run_1/floorplan.png
Pins as bars on the die edge. Tap cells in gray.
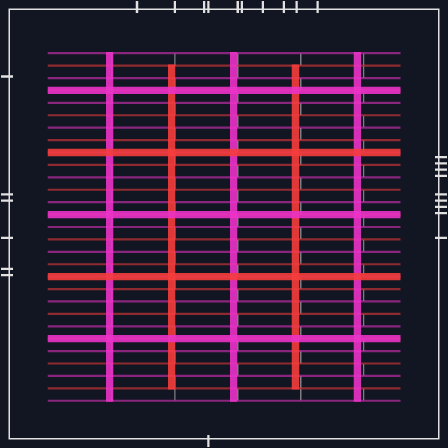
run_1/class_map.png
Bar = 20 um.
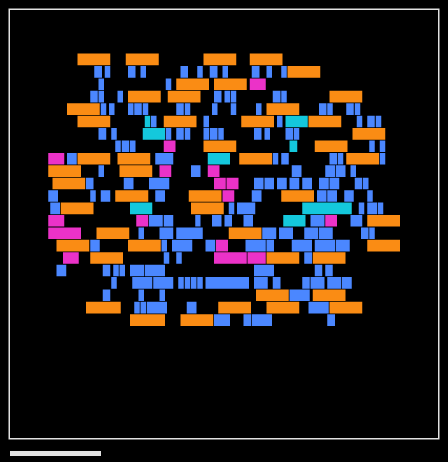
run_1/ff_map.png
Other sequential cells in the stronger gray, the rest of the logic in the fainter gray.
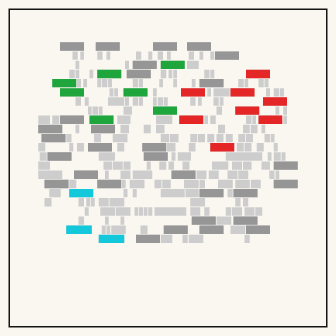
$ cat src/rtl/spi_slave_byte_if.sv
// User-side byte interface of spi_slave_byte: transmit holding-register load and receive strobe.
interface spi_slave_byte_if;
  logic [7:0] tx_byte;
  logic       tx_byte_valid;
  logic       tx_ready;
  logic       tx_underrun;
  logic [7:0] rx_byte;
  logic       rx_byte_valid;

  modport slave (
    input  tx_byte, tx_byte_valid,
    output tx_ready, tx_underrun, rx_byte, rx_byte_valid
  );

  modport master (
    output tx_byte, tx_byte_valid,
    input  tx_ready, tx_underrun, rx_byte, rx_byte_valid
  );
endinterface

$ cat src/rtl/spi_slave_byte.sv
// SPI mode-0 MSB-first byte slave: oversampled sck/cs_n/mosi, deserialises MOSI and
// serialises a holding-register byte (or 0x00 on underrun) onto MISO in the same frame.
module spi_slave_byte #(
  parameter int unsigned SYS_FREQ    = 100_000_000,
  parameter int unsigned SCK_FREQ    = 25_000_000,
  parameter int unsigned SYNC_STAGES = 2
) (
  input  logic                     clk,
  input  logic                     rst,
  input  logic                     sck_i,
  input  logic                     cs_n_i,
  input  logic                     mosi_i,
  output logic                     miso_o,
  spi_slave_byte_if.slave          usr
);

  localparam int unsigned BYTE_W = 8;
  localparam int unsigned CNT_W  = 3;

  if (SYS_FREQ < 4 * SCK_FREQ) begin : g_bad_freq
    $error("spi_slave_byte: SYS_FREQ must be at least 4*SCK_FREQ");
  end
  if (SYNC_STAGES < 2) begin : g_bad_sync
    $error("spi_slave_byte: SYNC_STAGES must be at least 2");
  end

  typedef enum logic {IDLE, ACTIVE} state_e;

  logic [SYNC_STAGES-1:0] sck_sync_q, cs_sync_q, mosi_sync_q;
  logic                   sck_d1_q, cs_d1_q;
  logic                   sck_s, cs_s, mosi_s;
  logic                   sck_rise, sck_fall, cs_fall;

  state_e              state_q, state_d;
  logic [CNT_W-1:0]    bit_cnt_q, bit_cnt_d;
  logic [BYTE_W-1:0]   tx_shift_q, tx_shift_d;
  logic [BYTE_W-1:0]   rx_shift_q, rx_shift_d;
  logic [BYTE_W-1:0]   hold_q, hold_d;
  logic                tx_ready_q, tx_ready_d;
  logic                slot_loaded_q, slot_loaded_d;
  logic                miso_q, miso_d;
  logic [BYTE_W-1:0]   rx_byte_q, rx_byte_d;
  logic                rx_valid_q, rx_valid_d;
  logic                underrun_q, underrun_d;
  logic                slot_load_c;
  logic [BYTE_W-1:0]   slot_byte_c;

  // Input synchronisers, preset to the idle bus (sck=0, cs_n=1, mosi=0)
  always_ff @(posedge clk) begin
    if (rst) begin
      sck_sync_q  <= '0;
      cs_sync_q   <= '1;
      mosi_sync_q <= '0;
      sck_d1_q    <= 1'b0;
      cs_d1_q     <= 1'b1;
    end else begin
      sck_sync_q  <= {sck_sync_q[SYNC_STAGES-2:0], sck_i};
      cs_sync_q   <= {cs_sync_q[SYNC_STAGES-2:0], cs_n_i};
      mosi_sync_q <= {mosi_sync_q[SYNC_STAGES-2:0], mosi_i};
      sck_d1_q    <= sck_s;
      cs_d1_q     <= cs_s;
    end
  end

  assign sck_s    = sck_sync_q[SYNC_STAGES-1];
  assign cs_s     = cs_sync_q[SYNC_STAGES-1];
  assign mosi_s   = mosi_sync_q[SYNC_STAGES-1];
  assign sck_rise = sck_s & ~sck_d1_q;
  assign sck_fall = ~sck_s & sck_d1_q;
  assign cs_fall  = ~cs_s & cs_d1_q;

  // An empty holding register yields a 0x00 slot
  assign slot_byte_c = tx_ready_q ? '0 : hold_q;

  always_ff @(posedge clk) begin
    if (rst) begin
      state_q       <= IDLE;
      bit_cnt_q     <= '0;
      tx_shift_q    <= '0;
      rx_shift_q    <= '0;
      hold_q        <= '0;
      tx_ready_q    <= 1'b1;
      slot_loaded_q <= 1'b0;
      miso_q        <= 1'b0;
      rx_byte_q     <= '0;
      rx_valid_q    <= 1'b0;
      underrun_q    <= 1'b0;
    end else begin
      state_q       <= state_d;
      bit_cnt_q     <= bit_cnt_d;
      tx_shift_q    <= tx_shift_d;
      rx_shift_q    <= rx_shift_d;
      hold_q        <= hold_d;
      tx_ready_q    <= tx_ready_d;
      slot_loaded_q <= slot_loaded_d;
      miso_q        <= miso_d;
      rx_byte_q     <= rx_byte_d;
      rx_valid_q    <= rx_valid_d;
      underrun_q    <= underrun_d;
    end
  end

  always_comb begin
    state_d       = state_q;
    bit_cnt_d     = bit_cnt_q;
    tx_shift_d    = tx_shift_q;
    rx_shift_d    = rx_shift_q;
    hold_d        = hold_q;
    tx_ready_d    = tx_ready_q;
    slot_loaded_d = slot_loaded_q;
    miso_d        = miso_q;
    rx_byte_d     = rx_byte_q;
    rx_valid_d    = 1'b0;
    underrun_d    = 1'b0;
    slot_load_c   = 1'b0;

    case (state_q)
      IDLE: begin
        miso_d        = 1'b0;
        bit_cnt_d     = '0;
        slot_loaded_d = 1'b0;
        if (cs_fall) begin
          state_d     = ACTIVE;
          slot_load_c = 1'b1;
          miso_d      = slot_byte_c[BYTE_W-1];
          tx_shift_d  = {slot_byte_c[BYTE_W-2:0], 1'b0};
        end
      end
      ACTIVE: begin
        // Deselect beats any simultaneous sck edge
        if (cs_s) begin
          state_d       = IDLE;
          miso_d        = 1'b0;
          bit_cnt_d     = '0;
          slot_loaded_d = 1'b0;
        end else if (sck_rise) begin
          rx_shift_d = {rx_shift_q[BYTE_W-2:0], mosi_s};
          bit_cnt_d  = bit_cnt_q + CNT_W'(1);
          if (bit_cnt_q == CNT_W'(BYTE_W - 1)) begin
            rx_byte_d     = {rx_shift_q[BYTE_W-2:0], mosi_s};
            rx_valid_d    = 1'b1;
            slot_load_c   = 1'b1;
            tx_shift_d    = slot_byte_c;
            slot_loaded_d = 1'b1;
          end
        end else if (sck_fall) begin
          // The fall before the first rise of a frame has nothing new to shift
          if (bit_cnt_q != '0 || slot_loaded_q) begin
            miso_d     = tx_shift_q[BYTE_W-1];
            tx_shift_d = {tx_shift_q[BYTE_W-2:0], 1'b0};
          end
          slot_loaded_d = 1'b0;
        end
      end
      default: state_d = IDLE;
    endcase

    if (slot_load_c) begin
      underrun_d = tx_ready_q;
      tx_ready_d = 1'b1;
    end
    // Accept only into an empty register, so it never collides with a consume
    if (usr.tx_byte_valid && tx_ready_q) begin
      hold_d     = usr.tx_byte;
      tx_ready_d = 1'b0;
    end
  end

  assign miso_o            = miso_q;
  assign usr.tx_ready      = tx_ready_q;
  assign usr.tx_underrun   = underrun_q;
  assign usr.rx_byte       = rx_byte_q;
  assign usr.rx_byte_valid = rx_valid_q;

endmodule
$ cat src/flat_wrapper.sv
// flat-port wrapper written by rule: the top's interface ports become plain ports
module spi_slave_byte_flat 
#(
  parameter int unsigned SYS_FREQ    = 100_000_000,
  parameter int unsigned SCK_FREQ    = 25_000_000,
  parameter int unsigned SYNC_STAGES = 2
)
  (clk, rst, sck_i, cs_n_i, mosi_i, miso_o, usr_tx_byte, usr_tx_byte_valid, usr_tx_ready, usr_tx_underrun, usr_rx_byte, usr_rx_byte_valid);
  spi_slave_byte_if usr_i ();
  input  logic clk;
  input  logic rst;
  input  logic sck_i;
  input  logic cs_n_i;
  input  logic mosi_i;
  output logic miso_o;
  input wire logic [$bits(usr_i.tx_byte)-1:0] usr_tx_byte;
  input wire logic [$bits(usr_i.tx_byte_valid)-1:0] usr_tx_byte_valid;
  output wire logic [$bits(usr_i.tx_ready)-1:0] usr_tx_ready;
  output wire logic [$bits(usr_i.tx_underrun)-1:0] usr_tx_underrun;
  output wire logic [$bits(usr_i.rx_byte)-1:0] usr_rx_byte;
  output wire logic [$bits(usr_i.rx_byte_valid)-1:0] usr_rx_byte_valid;
  assign usr_i.tx_byte = usr_tx_byte;
  assign usr_i.tx_byte_valid = usr_tx_byte_valid;
  assign usr_tx_ready = usr_i.tx_ready;
  assign usr_tx_underrun = usr_i.tx_underrun;
  assign usr_rx_byte = usr_i.rx_byte;
  assign usr_rx_byte_valid = usr_i.rx_byte_valid;
  spi_slave_byte #(.SYS_FREQ(SYS_FREQ), .SCK_FREQ(SCK_FREQ), .SYNC_STAGES(SYNC_STAGES)) u_core (.clk(clk), .rst(rst), .sck_i(sck_i), .cs_n_i(cs_n_i), .mosi_i(mosi_i), .miso_o(miso_o), .usr(usr_i));
endmodule
$ cat config.mk
export PLATFORM = sky130hd
export DESIGN_NAME = spi_slave_byte_flat
export DESIGN_NICKNAME = d
export VERILOG_FILES = /design/src/rtl/spi_slave_byte_if.sv /design/src/rtl/spi_slave_byte.sv /design/src/flat_wrapper.sv
export SDC_FILE = /design/constraint.sdc
export NUM_CORES = 1
export LEC_CHECK = 0
export CAP_MARGIN = 25
export CORE_MARGIN = 8
export CORE_UTILIZATION = 33
export DETAILED_ROUTE_END_ITERATION = 10
export DONT_BUFFER_PORTS = 1
export PLACE_DENSITY = 0.52
export SLEW_MARGIN = 20
export SYNTH_ARGS = -nofsm -noshare
export SYNTH_HDL_FRONTEND = slang
export SYNTH_SLANG_ARGS = --single-unit
$ cat constraint.sdc
create_clock -name clk -period 1.7 [get_ports clk]
set_input_delay 0.17 -clock clk [delete_from_list [all_inputs] [get_ports clk]]
set_output_delay 0.17 -clock clk [all_outputs]
set_load 0.02 [all_outputs]
==> metrics.csv, run 1 <==
metric,value,unit
outcome,completed,
first-pass GRT wire length,7180,um
DR vias,1489,
drt via density,4.80,
Synth Area in XOR/XNOR,0.439,%
"Hold Violations, Final",0,
Synth logic family,simple AND/OR/NAND/NOR gates,
GRT busiest layer,met2,
Remaining DRCs,0,
Cell Type Count,36,
most frequent logic cells in the routed design,"nand2_1 (53), dfxtp_1 (46), a21oi_1 (34), nor2b_1 (13)",
"Simple Share, Synth",23.2,%
syn nets,243,
Worst-Margin Slew,0.363,ns
critical path endpoint category,flip-flop,
CTS sink cnt,48,
CP Data Arrival Time,1.74,ns
DRT iter0 DRCs,47,
CTS Buffer Depth,2,
max-slew violation count,0,
Final ANT Viol Nets,0,
drt pass-1 iters,4,
Crit Path Class,flip-flop to flip-flop,
Top-area cell share,48.1,%
Max-Cap Viols,0,
WL met3,173,um
Place WS,0.0810,ns
total CTS buffers,5,
H-tree depth,2,
worst-path cell with the longest stage delay,dfxtp_2,
most frequent logic cell in the layout,nand2_1,
yosys cell count,226,
Nets,251,
CP bufs+invs,2,
final setup fails,0,
I/O pin cnt,26,
Init Core Util,33.9,%
die area,8800,um^2
Worst EP required,1.92,ns
vias in the first global route,1459,
DRT met1 WL,2080,um
Routed WL,4180,um
cell count after synthesis,226,
share of flip-flops with an asynchronous set or reset,0,%
routability cong.,0.693,
Cell area leaders,"dfxtp_1 (48%), nand2_1 (10%), a21oi_1 (8.5%)",
met2 wire length,1890,um
CTS tree,built,
count of library flops with an enable pin,0,
placed cell areas,2110,um^2
met2 Use GR,15.7,%
crit path time final,1.52,ns
Leak,0.000790,uW
grt ovf,0,
worst hold slack,0.00885,ns
dominant register cell,dfxtp_1,
latest clock arrival within the worst-skew pair,0.29,ns
mapped cell area,2000,um^2
Antenna diodes,0,
RSZ-0062 raised after global routing,no,
setup bufs post-CTS,0,
Rel. slew slack,75.7,%
Notes on floorplan.png above:
legend:
  magenta:
    net: VSS
  red:
    net: VDD
met1 rails: 29
signal pins: 26
rows: 28
met5 straps: 5
met4 straps: 5
Die H: 93.8 um
width of the die: 93.8 um
CORE AREA: 5890 um^2
VDD IR max: 0.653 mV

Notes on class_map.png above:
legend:
  cyan:
    class: clock drivers and dummy loads
    cells: 8
    share_of_their_area: 4.9%
  orange:
    class: sequential cells
    cells: 48
    share_of_their_area: 44%
  blue:
    class: remaining logic cells
    cells: 163
    share_of_their_area: 44%
  magenta:
    class: remaining buffers and delay cells
    cells: 16
    share_of_their_area: 7.2%
register fraction of the total cell area: 42.1%
# rows: 28

Notes on ff_map.png above:
legend:
  green:
    signal: `u_core.rx_shift_q`
    flops: 7
  cyan:
    signal: `u_core.bit_cnt_q`
    flops: 3
  red:
    signal: `u_core.hold_q`
    flops: 8
Reg area: 963 um^2
Power Sequential: 1180 uW
Util after Layout: 38.9%

[run 1: synth_stat cells (2+ instances only)]
library cell / instances
nand2_1: 53
and2_1: 3
nand2b_1: 2
nor2_1: 9
clkbuf_1: 9
a21oi_1: 34
a2bb2oi_1: 7
ha_1: 3
dfxtp_1: 48
inv_1: 5
buf_2: 3
a31oi_1: 7
a211oi_2: 7
nor2b_1: 13
or2_2: 2
[run 1: what timing repair did]
| action | 4_1_cts | 5_1_grt |
|---|---|---|
| hold endpoints to repair | 40 | 0 |
| hold buffers | 5 | 0 |
| endpoints found under the setup margin | 0 | 7 |
| resized | 0 | 3 |
[run 1: layout make-up]
| class | instances | area [um^2] |
|---|---|---|
| fill | 627 | 3600 |
| sequential | 48 | 963 |
| multi-input combinational | 158 | 946 |
| timing repair buffer | 16 | 159 |
| tap | 75 | 93.8 |
| clock buffer | 6 | 72.6 |
| clock inverter | 2 | 35.0 |
| inverter | 5 | 18.8 |
[run 1: through the flow]
| stage | cells | util, % |
|---|---|---|
| 2_1_floorplan | 226 | - |
| 3_3_place_gp | 297 | 35.9 |
| 3_5_place_dp | 297 | 35.9 |
| 4_1_cts | 310 | 38.8 |
| 5_1_grt | 310 | 38.9 |
| 6_report | 310 | 38.9 |
[run 1: final timing paths]
path / slack, ns / end / start / cells past startpoint
worst min-delay path: 0.009 / u_core.hold_q[3] / usr_tx_byte[3] / 2
worst max-delay path: 0.18 / u_core.tx_shift_q[7] / u_core.bit_cnt_q[0] / 7
worst max register to register: 0.18 / u_core.tx_shift_q[7] / u_core.bit_cnt_q[0] / 7
worst min register to register: 0.42 / u_core.cs_sync_q[1] / u_core.cs_sync_q[0] / 1
[run 1: power by group]
part,internal (uW),switching [uW],total [uW]
Combinational,82.4,86.9,169
Sequential,1160,27.2,1180
Clock,437,367,804
Total,1680,481,2160
## Run 2: what changed since run 1
--- a/config.mk
+++ b/config.mk
@@ -6,11 +6,9 @@
 export NUM_CORES = 1
 export LEC_CHECK = 0
 export CAP_MARGIN = 25
-export CORE_MARGIN = 8
 export CORE_UTILIZATION = 33
 export DETAILED_ROUTE_END_ITERATION = 10
-export DONT_BUFFER_PORTS = 1
-export PLACE_DENSITY = 0.52
+export PLACE_DENSITY = 0.58
 export SLEW_MARGIN = 20
 export SYNTH_ARGS = -nofsm -noshare
 export SYNTH_HDL_FRONTEND = slang
run_2/clock_wires.png
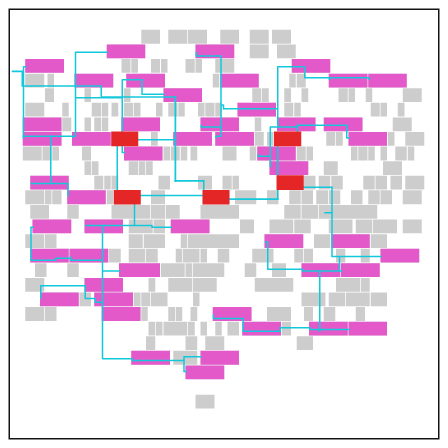
legend:
  magenta:
    item: flip-flops
    count: 48
  red:
    item: clock-net drivers
    count: 5
  cyan:
    item: clock wires
    length: 521 um
routed clock nets: 6
Clock net power: 758 uW
latest clock arrival within the worst-skew pair: 0.28 ns

run_2/congestion_map.png
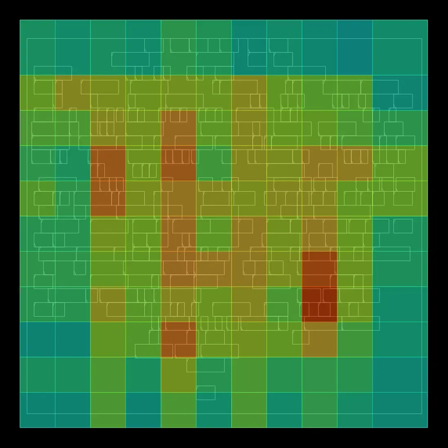
met3 Use GR: 3.43%
gr usage total: 13.8%
met2 Use GR: 21.5%
met1 usage: 18.9%
Util after Layout: 44.0%

==> run 2 against run 1 <==
- sequential share of layout area decreased by 3.6 points
- cell count increased by 5.2%
- clock power decreased by 5.7%
- design area increased by 9.1%
- register-to-register slack got worse by 0.06 ns
- global-route usage increased by 3.6 points
- utilization increased by 5.1 points
- maximum frequency decreased by 4.0%
- routed wire length decreased by 4.2%
- critical endpoint is now u_core.tx_shift_q[5]
- largest cell class unchanged
==> metrics.csv, run 2 <==
metric,value,unit
Max-Cap Viols,0,
H-tree depth,2,
"count leader, synth",nand2_1,
# rows,27,
DR vias,1573,
reg-to-reg endpoint,u_core.tx_shift_q[5],
R2R cell count,7,
worst hold slack,0.412,ns
Routed WL,4000,um
Rel. slew slack,74.6,%
Antenna diodes,0,
width of the die,79.8,um
Worst-Margin Slew,0.380,ns
count of library flops with an enable pin,0,
I/O pin cnt,26,
dominant register cell,dfxtp_1,
worst hold path class,flip-flop to flip-flop,
Init Core Util,35.2,%
Leak,0.000863,uW
CP Cell Sequence,"inv_1, ha_1, nor3b_2, a311oi_4, buf_6, a21oi_1, a211oi_2",
Sw Ratio,21.3,%
Cell area leaders,"dfxtp_1 (48%), nand2_1 (10%), a21oi_1 (8.5%)",
r2r setup slk,0.12,ns
share of flip-flops with an asynchronous set or reset,0,%
met2 wire length,1890,um
most frequent cells after synthesis,"nand2_1 (53), dfxtp_1 (48), a21oi_1 (34), nor2b_1 (13)",
Top-area cell share,48.1,%
I/O Buffers,25,
RSZ-0062 raised after global routing,no,
first-pass GRT wire length,6800,um
Placed Instances,320,
placed cell areas,2390,um^2
syn nets,243,
drt via density,4.83,
share of power burned in the clock network,35.3,%
CP peak stage delay,0.36,ns
Internal Power,1690,uW
drt pass-1 iters,4,
register share of total power,55.0,%
RR Startpoint,u_core.bit_cnt_q[1],
most frequent logic cells in the routed design,"nand2_1 (53), dfxtp_1 (47), a21oi_1 (34), clkdlybuf4s50_1 (25), nor2b_1 (13)",
VDD IR max,0.485,mV
Remaining DRCs,0,
largest net degree at the start of global routing,35,
GRT busiest layer,met2,
CORE AREA,5680,um^2
Final ANT Viol Nets,0,
final setup fails,0,
mapped cell area,2000,um^2
critical path endpoint category,flip-flop,
routability cong.,0.713,
"Hold-fix buffers, CTS",0,
switching power of the nets,458,uW
total CTS buffers,5,
Nets,272,
Cell Type Count,36,
setup bufs post-CTS,0,
DRT iter0 DRCs,67,
Die H,79.8,um
Crit Path Class,flip-flop to flip-flop,
worst setup path startpoint,u_core.bit_cnt_q[1],
CTS sink cnt,48,
Fillers,567,
outcome,completed,
CTS Buffer Depth,2,
CTS tree,built,
Log Warnings,27,
vias in the first global route,1446,
Synthesized registers,48,
cell count after synthesis,226,
yosys cell count,226,
Place WS,0.0733,ns
WL met3,131,um
worst-path cell with the longest stage delay,dfxtp_1,
most frequent logic cell in the layout,nand2_1,
DRT met1 WL,1970,um
Synth Warn #,0,
end of the critical path,u_core.tx_shift_q[5],
crit path time final,1.58,ns
combinational power share,9.7,%
"Hold Violations, Final",0,
die area,6370,um^2
max-slew violation count,0,
CP Data Arrival Time,1.79,ns
grt ovf,0,
Worst EP required,1.91,ns
Non-Filler Instances,326,
run_2/class_map.png
Bar = 20 um.
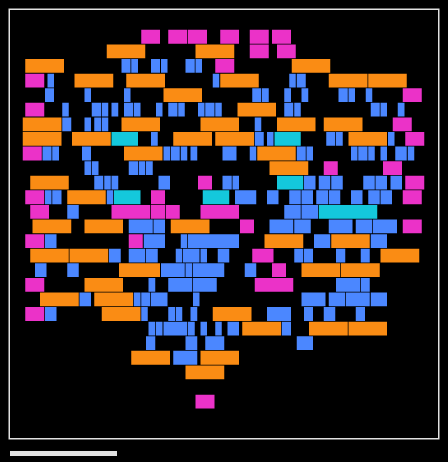
legend:
  cyan:
    class: clock drivers and dummy loads
    cells: 6
    share_of_their_area: 4.1%
  magenta:
    class: remaining buffers and delay cells
    cells: 37
    share_of_their_area: 16%
  orange:
    class: sequential cells
    cells: 48
    share_of_their_area: 40%
  blue:
    class: remaining logic cells
    cells: 163
    share_of_their_area: 40%
register fraction of the total cell area: 38.5%
Finished Cell Area: 2500 um^2

==> run 2: cells by family after synthesis <==
group	after synthesis	share of synthesized area [%]
xor+xnor	1	0.439
mux	1	0.501
compound gates	60	21.3
fa+ha+maj	3	1.88
buf+inv	20	4.51
flops	48	48.1
simple gates	93	23.2
==> run 2: area by class of cell <==
class,instances,area (um^2),share of cell area [%]
Sequential cell,48,962,38.5
Clock inverter,1,30.0,1.20
Tap cell,72,90.1,3.61
Inverter,5,18.8,0.752
Multi-Input combinational cell,158,946,37.9
Timing Repair Buffer,37,382,15.3
Clock buffer,5,68.8,2.76
==> run 2: power groups by stage <==
stage / Clock, uW / Combinational (uW) / Sequential, uW
floorplan: 0 / 128 / 1200
global placement: 0 / 206 / 1210
detailed placement: 0 / 209 / 1210
CTS: 795 / 209 / 1180
global route: 845 / 229 / 1190
finish: 758 / 209 / 1180
==> run 2: worst min-delay path by stage <==
stage,start,endpoint,slack [ns],cells after the start
after floorplan,cs_n_i,u_core.cs_sync_q[0],0.27,1
after global placement,u_core.cs_sync_q[0],u_core.cs_sync_q[1],0.40,1
after detailed placement,u_core.cs_sync_q[0],u_core.cs_sync_q[1],0.39,1
after CTS,u_core.cs_sync_q[0],u_core.cs_sync_q[1],0.41,1
after global routing,sck_i,u_core.sck_sync_q[0],0.42,2
final,u_core.cs_sync_q[0],u_core.cs_sync_q[1],0.41,1
==> run 2: what timing repair did <==
action,4_1_cts,5_1_grt
endpoints found under the setup margin,0,7
endpoints found under the hold margin,0,0
resized,0,2
==> run 2: critical path, delay by kind of cell, from the launching register on <==
family | cells | cell delay (ns)
AOI/OAI and AO/OA | 3 | 0.58
and+or+nand+nor | 1 | 0.18
buffers and inverters | 2 | 0.22
adders and majority gates | 1 | 0.16
DFF | 1 | 0.36
## Run 3: what changed since run 2
--- a/config.mk
+++ b/config.mk
@@ -13,3 +13,4 @@
 export SYNTH_ARGS = -nofsm -noshare
 export SYNTH_HDL_FRONTEND = slang
 export SYNTH_SLANG_ARGS = --single-unit
+export TNS_END_PERCENT = 50
run_3/congestion_map.png
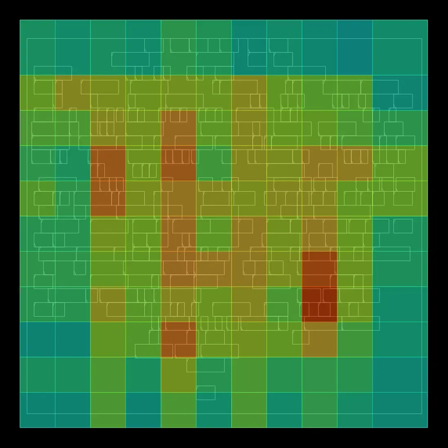
drt wl/cell: 12.3 um
GRT busiest layer: met2

run_3/clock_wires.png
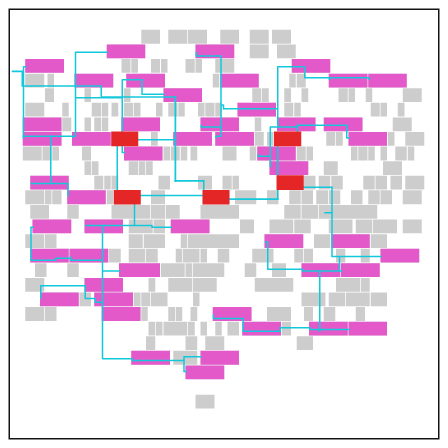
share of power burned in the clock network: 35.3%
skew final: 0.00206 ns

==> run 3 against run 2 <==
- global-route usage did not move
- clock-buffer cell count unchanged
- maximum frequency is the same
- area after synthesis stayed put
- sequential share of layout area unchanged
- first-iteration DRC count unchanged
- critical endpoint unchanged
- largest cell class unchanged
==> metrics.csv, run 3 <==
metric,value,unit
Fillers,567,
drt via density,4.83,
I/O pin cnt,26,
drt pass-1 iters,4,
I/O Buffers,25,
worst hold path class,flip-flop to flip-flop,
MUX area fraction,0.501,%
DR vias,1573,
Init Core Util,35.2,%
most frequent cells after synthesis,"nand2_1 (53), dfxtp_1 (48), a21oi_1 (34), nor2b_1 (13)",
Synthesized registers,48,
mapped cell area,2000,um^2
share of flip-flops with an asynchronous set or reset,0,%
VDD IR max,0.485,mV
gr usage total,13.8,%
Log Warnings,27,
total CTS buffers,5,
CP Data Arrival Time,1.79,ns
crit path time final,1.58,ns
H-tree depth,2,
Logic area,946,um^2
Worst-Margin Slew,0.380,ns
Cell Type Count,36,
count of library flops with an enable pin,0,
CP Cell Sequence,"inv_1, ha_1, nor3b_2, a311oi_4, buf_6, a21oi_1, a211oi_2",
"count leader, synth",nand2_1,
CTS sink cnt,48,
Antenna diodes,0,
largest net degree at the start of global routing,35,
yosys cell count,226,
vias in the first global route,1446,
Rel. slew slack,74.6,%
most frequent logic cells in the routed design,"nand2_1 (53), dfxtp_1 (47), a21oi_1 (34), clkdlybuf4s50_1 (25), nor2b_1 (13)",
outcome,completed,
max-slew violation count,0,
Synth Area in XOR/XNOR,0.439,%
Worst EP required,1.91,ns
CP bufs+invs,2,
critical path endpoint category,flip-flop,
dominant register cell,dfxtp_1,
DRT iter0 DRCs,67,
Final ANT Viol Nets,0,
Synth Warn #,0,
worst-path cell with the longest stage delay,dfxtp_1,
"Simple Share, Synth",23.2,%
Synth logic family,simple AND/OR/NAND/NOR gates,
run_3/class_map.png
Bar = 20 um.
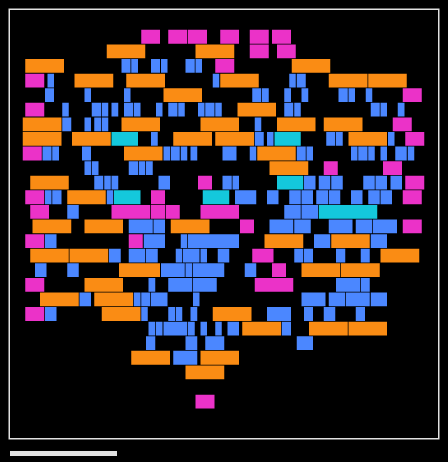
legend:
  cyan:
    class: clock drivers and dummy loads
    cells: 6
    share_of_their_area: 4.1%
  blue:
    class: remaining logic cells
    cells: 163
    share_of_their_area: 40%
  magenta:
    class: remaining buffers and delay cells
    cells: 37
    share_of_their_area: 16%
  orange:
    class: sequential cells
    cells: 48
    share_of_their_area: 40%
CORE AREA: 5680 um^2
# rows: 27

-- run 3: cell counts after synthesis --
Identical to the previous run, type by type.
-- run 3: per-stage QoR --
step / total power, uW / util, % / hold slack, ns / std cells / cell area (um^2)
floorplan: 1330 / - / 0.274 / 226 / 2000
global placement: 1410 / 42.2 / 0.395 / 320 / 2390
detailed placement: 1420 / 42.2 / 0.394 / 320 / 2390
CTS: 2180 / 43.9 / 0.415 / 326 / 2490
global route: 2260 / 44.0 / 0.423 / 326 / 2500
finish: 2150 / 44.0 / 0.412 / 326 / 2500
-- run 3: layout make-up --
| cell class | instances | share of cell area (%) |
|---|---|---|
| Sequential cell | 48 | 38.5 |
| Multi-Input combinational cell | 158 | 37.9 |
| Timing Repair Buffer | 37 | 15.3 |
| Tap cell | 72 | 3.61 |
| Clock buffer | 5 | 2.76 |
| Clock inverter | 1 | 1.20 |
| Inverter | 5 | 0.752 |
-- run 3: routing by layer --
layer  vias to the layer above  wire, um  share of wire, %  track usage, %
li1                        819         -                 -               -
met1                       729      1970                49            18.9
met2                        23      1890                47            21.5
met3                         2       131               3.3            3.43
met4                         0        15              0.37            3.75
met5                         -         0                 0               0
-- run 3: report_power, final --
part	switching, uW	internal, uW	total [uW]
Sequential	23.7	1160	1180
Clock	336	422	758
Combinational	97.8	111	209
Total	458	1690	2150
-- run 3: final timing paths --
check / startpoint / endpoint / slack (ns) / cells past startpoint
worst max-delay path: u_core.bit_cnt_q[1] / u_core.tx_shift_q[5] / 0.12 / 7
worst min-delay path: u_core.cs_sync_q[0] / u_core.cs_sync_q[1] / 0.41 / 1
worst max register to register: u_core.bit_cnt_q[1] / u_core.tx_shift_q[5] / 0.12 / 7
worst min register to register: u_core.cs_sync_q[0] / u_core.cs_sync_q[1] / 0.41 / 1
Power figures rest on the tool's default switching activity, not on a simulated workload.
